`config.mk`:
```
export PLATFORM = sky130hd
export DESIGN_NAME = axi_r_stream_tap
export DESIGN_NICKNAME = d
export VERILOG_FILES = /design/src/rtl/eth_helper_pkg.sv /design/src/rtl/axi_r_tap_fifo.sv /design/src/rtl/axi_r_stream_tap.sv
export SDC_FILE = /design/constraint.sdc
export NUM_CORES = 1
export LEC_CHECK = 0
export ABC_AREA = 1
export CORE_ASPECT_RATIO = 1.75
export CORE_MARGIN = 2
export CORE_UTILIZATION = 23
export CTS_BUF_LIST = sky130_fd_sc_hd__clkbuf_4
export DETAILED_ROUTE_END_ITERATION = 12
export GPL_TIMING_DRIVEN = 0
export PLACE_DENSITY = 0.46
export SLEW_MARGIN = 20
export SYNTH_ARGS = -nofsm -noshare
export SYNTH_HDL_FRONTEND = slang
export SYNTH_SLANG_ARGS = --single-unit
export TNS_END_PERCENT = 10
```
`constraint.sdc`:
```
create_clock -name clk -period 31.3 [get_ports clk]
set_clock_uncertainty 0.15 [all_clocks]
set_input_delay 6.26 -clock clk [delete_from_list [all_inputs] [get_ports clk]]
set_output_delay 6.26 -clock clk [all_outputs]
set_load 0.05 [all_outputs]
```
`src/rtl/eth_helper_pkg.sv`:
```
// Shared types and constants for the AXI R-channel stream tap.
// Holds the stream FSM states, metadata field offsets and a packing check.
package eth_helper_pkg;

    typedef enum logic {
        ST_DATA = 1'b0,
        ST_META = 1'b1
    } stream_state_e;

    localparam int RLAST_LSB = 0;
    localparam int RRESP_LSB = 1;
    localparam int RID_LSB   = 3;

    // True when {type, user, id, resp, last} fits in one stream word.
    function automatic bit meta_fits(int stw, int uw, int iw, int dw);
        return (stw + uw + iw + 3) <= dw;
    endfunction

endpackage

```
`src/rtl/axi_r_tap_fifo.sv`:
```
// Synchronous FIFO holding captured R beats for the stream tap.
// Ports: clk, resetn, push/wdata, pop/rdata (head, combinational), full, empty.
module axi_r_tap_fifo #(
    parameter int WIDTH = 8,
    parameter int DEPTH = 4
) (
    input  logic             clk,
    input  logic             resetn,
    input  logic             push,
    input  logic             pop,
    input  logic [WIDTH-1:0] wdata,
    output logic [WIDTH-1:0] rdata,
    output logic             full,
    output logic             empty
);

    localparam int AW = $clog2(DEPTH);

    // One extra pointer bit tells a full buffer from an empty one.
    logic [AW:0]      wr_ptr;
    logic [AW:0]      rd_ptr;
    logic [WIDTH-1:0] mem [DEPTH];

    always_ff @(posedge clk or negedge resetn) begin
        if (!resetn) begin
            wr_ptr <= '0;
            rd_ptr <= '0;
        end else begin
            if (push && !full) wr_ptr <= wr_ptr + (AW+1)'(1);
            if (pop && !empty) rd_ptr <= rd_ptr + (AW+1)'(1);
        end
    end

    always_ff @(posedge clk) begin
        if (push && !full) mem[wr_ptr[AW-1:0]] <= wdata;
    end

    assign rdata = mem[rd_ptr[AW-1:0]];
    assign full  = (wr_ptr[AW] != rd_ptr[AW]) &&
                   (wr_ptr[AW-1:0] == rd_ptr[AW-1:0]);
    assign empty = (wr_ptr == rd_ptr);

endmodule

```
`src/rtl/axi_r_stream_tap.sv`:
```
// Transparent AXI R-channel tap: forwards beats, captures them and streams
// each as a data word then a metadata word (valid/ready, in_progress lock).
module axi_r_stream_tap
    import eth_helper_pkg::*;
#(
    parameter int DATA_WIDTH        = 128,
    parameter int ID_WIDTH          = 32,
    parameter int USER_WIDTH        = 64,
    parameter int STREAM_TYPE_WIDTH = 3,
    parameter logic [STREAM_TYPE_WIDTH-1:0] STREAM_TYPE = '0,
    parameter int FIFO_DEPTH        = 4
) (
    input  logic                  clk,
    input  logic                  resetn,
    input  logic                  enable,
    input  logic                  ready,
    output logic                  valid,
    output logic                  in_progress,
    output logic [DATA_WIDTH-1:0] data,
    output logic [31:0]           beats_captured,
    output logic [ID_WIDTH-1:0]   AXIM_rid,
    output logic [DATA_WIDTH-1:0] AXIM_rdata,
    output logic [1:0]            AXIM_rresp,
    output logic                  AXIM_rlast,
    output logic [USER_WIDTH-1:0] AXIM_ruser,
    output logic                  AXIM_rvalid,
    input  logic                  AXIM_rready,
    input  logic [ID_WIDTH-1:0]   AXIS_rid,
    input  logic [DATA_WIDTH-1:0] AXIS_rdata,
    input  logic [1:0]            AXIS_rresp,
    input  logic                  AXIS_rlast,
    input  logic [USER_WIDTH-1:0] AXIS_ruser,
    input  logic                  AXIS_rvalid,
    output logic                  AXIS_rready
);

    localparam int FW = DATA_WIDTH + USER_WIDTH + ID_WIDTH + 3;

    if (!meta_fits(STREAM_TYPE_WIDTH, USER_WIDTH,
                   ID_WIDTH, DATA_WIDTH)) begin : g_width_check
        $error("metadata fields do not fit in DATA_WIDTH");
    end

    logic                  gate;
    logic                  push;
    logic                  pop;
    logic                  full;
    logic                  empty;
    logic [FW-1:0]         fifo_wdata;
    logic [FW-1:0]         fifo_rdata;
    logic [DATA_WIDTH-1:0] h_data;
    logic [USER_WIDTH-1:0] h_user;
    logic [ID_WIDTH-1:0]   h_id;
    logic [1:0]            h_resp;
    logic                  h_last;
    logic [DATA_WIDTH-1:0] meta;
    stream_state_e         state;
    stream_state_e         state_nxt;

    assign AXIM_rid   = AXIS_rid;
    assign AXIM_rdata = AXIS_rdata;
    assign AXIM_rresp = AXIS_rresp;
    assign AXIM_rlast = AXIS_rlast;
    assign AXIM_ruser = AXIS_ruser;

    // Registered full only: no path from the stream ready into R.
    assign gate        = !resetn || !enable || !full;
    assign AXIM_rvalid = AXIS_rvalid && gate;
    assign AXIS_rready = AXIM_rready && gate;
    assign push = AXIS_rvalid && AXIS_rready && enable && resetn;

    assign fifo_wdata = {AXIS_rdata, AXIS_ruser, AXIS_rid,
                         AXIS_rresp, AXIS_rlast};
    assign {h_data, h_user, h_id, h_resp, h_last} = fifo_rdata;

    axi_r_tap_fifo #(
        .WIDTH (FW),
        .DEPTH (FIFO_DEPTH)
    ) u_fifo (
        .clk    (clk),
        .resetn (resetn),
        .push   (push),
        .pop    (pop),
        .wdata  (fifo_wdata),
        .rdata  (fifo_rdata),
        .full   (full),
        .empty  (empty)
    );

    always_comb begin
        meta = '0;
        meta[RLAST_LSB]                   = h_last;
        meta[RRESP_LSB +: 2]              = h_resp;
        meta[RID_LSB +: ID_WIDTH]         = h_id;
        meta[RID_LSB+ID_WIDTH +: USER_WIDTH] = h_user;
        meta[DATA_WIDTH-1 -: STREAM_TYPE_WIDTH] = STREAM_TYPE;
    end

    always_ff @(posedge clk or negedge resetn) begin
        if (!resetn) state <= ST_DATA;
        else         state <= state_nxt;
    end

    // The head beat stays queued until its metadata word is taken.
    always_comb begin
        state_nxt   = state;
        valid       = 1'b0;
        in_progress = 1'b0;
        data        = '0;
        pop         = 1'b0;
        case (state)
            ST_DATA: begin
                valid = !empty;
                if (!empty) begin
                    data = h_data;
                    if (ready) state_nxt = ST_META;
                end
            end
            ST_META: begin
                valid       = 1'b1;
                in_progress = 1'b1;
                data        = meta;
                if (ready) begin
                    pop       = 1'b1;
                    state_nxt = ST_DATA;
                end
            end
            default: state_nxt = ST_DATA;
        endcase
    end

    always_ff @(posedge clk or negedge resetn) begin
        if (!resetn)   beats_captured <= '0;
        else if (push) beats_captured <= beats_captured + 32'd1;
    end

endmodule
```
Fig. 1: routed clock nets over the placement
The bar under the picture is 100 um long.
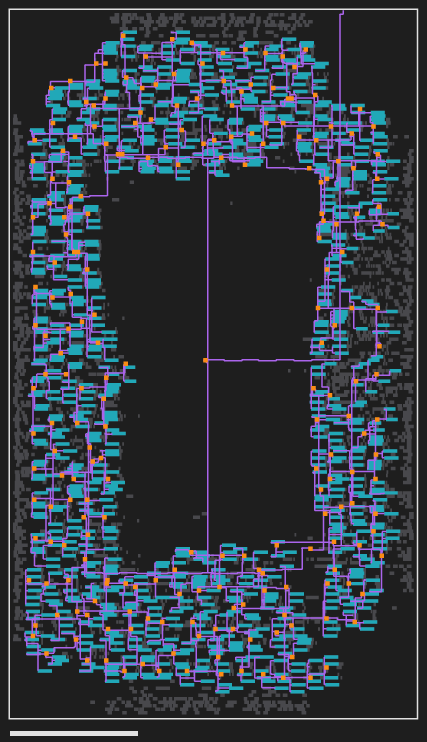
- flip-flops: cyan (count 947)
- cells driving clock nets: orange (count 228)
- clock wires: purple (length 13400 um)
- flops lie: widely spread
- routed clock nets: 229

Fig. 2: the clock network
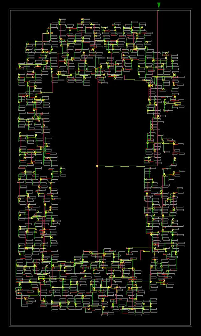
seq_cells: 947
CLK BUF: 324
Sink Count: 947

==> impl_metrics.ini <==
; implementation run metrics
[status]
status = completed

[clock_tree]
cts_buffers = 228
ctsHoldBuffers = 0
insertion_delay_ns = 1.17
cts_setup_buffers = 0
cts_buffer_depth = 4
root_buffer = clkbuf_4
clkTransAtPathRegs_ns = 0.06

[grt]
grt_usage_pct = 15.3
grt_pass1_wl_um = 194000
antenna_found_initial = 13

[layout]
regArea_um2 = 28200
logic_area_um2 = 8290
fillerInstances = 17400
dominant_cells = flip-flops and latches
final_layout_top_logic_cells = edfxtp_1, clkdlybuf4s50_1, nor2_1
inv_count = 39

[placed_design]
placedCellCount = 6137

[final_timing]
slew_headroom_pct = 36.4
slew_violations = 0
fin_tns_setup_ns = 0
hold_viol_final = 0

[synth]
yosysWarnings = 0
floorplan.nets = 3462

[worst_hold_path]
hp-class = reg -> reg

[detailed_routing]
vias = 28600

[critical_path]
crit_family = buffers and inverters
reg2reg_slack_ns = 27.50
crit_path_end_kind = primary output
slowest_stage = clkdlybuf4s50_1

[power_and_ir_drop]
leakage_nw = 18.5
## synth_stat cells
| cell type | instances | area share [%] |
|---|---|---|
| edfxtp_1 | 908 | 69 |
| buf_4 | 243 | 4.6 |
| nand4_2 | 1 | 0.032 |
| o22ai_1 | 198 | 3.1 |
| ha_1 | 6 | 0.19 |
| nand2_1 | 409 | 3.9 |
| nand3b_2 | 1 | 0.029 |
| o21ai_0 | 390 | 4.9 |
| nor2_1 | 568 | 5.4 |
| nand4_1 | 3 | 0.048 |
| xnor2_1 | 6 | 0.13 |
| inv_1 | 36 | 0.34 |
| buf_6 | 22 | 0.63 |
| clkbuf_1 | 99 | 0.94 |
| clkbuf_2 | 4 | 0.051 |
| a21oi_1 | 29 | 0.37 |
| inv_2 | 2 | 0.019 |
| buf_2 | 44 | 0.56 |
| nand3_1 | 118 | 1.5 |
| inv_6 | 1 | 0.022 |
| o21ai_1 | 73 | 0.93 |
| xor2_1 | 9 | 0.20 |
| xnor2_4 | 1 | 0.070 |
| nor2_2 | 1 | 0.016 |
| buf_1 | 2 | 0.019 |
| or2_1 | 1 | 0.016 |
| buf_12 | 1 | 0.051 |
| dfrtp_1 | 39 | 2.5 |
| clkbuf_4 | 3 | 0.057 |
| buf_8 | 3 | 0.11 |
| and2_1 | 2 | 0.032 |
## through the flow
stage               area [um^2]  worst slack, ns  hold WS [ns]  util (%)
finish                    52800            16.84         0.401      30.9
CTS                       52700            16.79         0.403      30.9
floorplan                 39400            14.16         0.365         -
global placement          48500             1.69         0.379      28.4
global route              52800            16.66         0.437      30.9
detailed placement        49900            16.80         0.389      29.2
## power breakdown
group          leakage, nW  switching [mW]  internal, mW
Clock                 1.70           0.498         0.516
Combinational         8.05            1.70         0.675
Sequential            8.71          0.0173          1.43
## how the worst min path moves through the flow
stage                       startpoint                 end  slack, ns  cells after the start
global route        beats_captured[31]  beats_captured[31]       0.44                      2
floorplan             u_fifo.rd_ptr[2]    u_fifo.rd_ptr[2]       0.37                      2
CTS                 beats_captured[31]  beats_captured[31]       0.40                      2
finish              beats_captured[31]  beats_captured[31]       0.40                      2
detailed placement  beats_captured[31]  beats_captured[31]       0.39                      2
global placement    beats_captured[31]  beats_captured[31]       0.38                      2
## logic make-up after synthesis
| kind of cell | after synthesis | share of synthesized area, % |
|---|---|---|
| and+or+nand+nor | 1104 | 11.0 |
| DFF | 947 | 71.6 |
| xor gates and xnor gates | 16 | 0.403 |
| buffers and inverters | 460 | 7.43 |
| adders and majority gates | 6 | 0.190 |
| AOI/OAI and AO/OA | 690 | 9.39 |
## registers in the layout, indices dropped and copies added (netlist names)
register        flops
beats_captured     32
state               1
u_fifo.wr_ptr       3
u_fifo.mem        908
u_fifo.rd_ptr       3
## per-layer routing
metal	global-route usage (%)	up-vias	routed length (um)
li1	-	13300	-
met1	18.2	13900	55300
met2	26.4	1153	68200
met3	3.30	254	9270
met4	6.94	0	5500
met5	0	-	0
## worst register-to-register path: cells and delay by family (launching register included)
kind	cells	cell delay, ns
buffers and inverters	8	1.75
xor gates and xnor gates	1	0.23
DFF	1	0.40
and+or+nand+nor	3	0.90
Power and IR drop assume default switching activity.
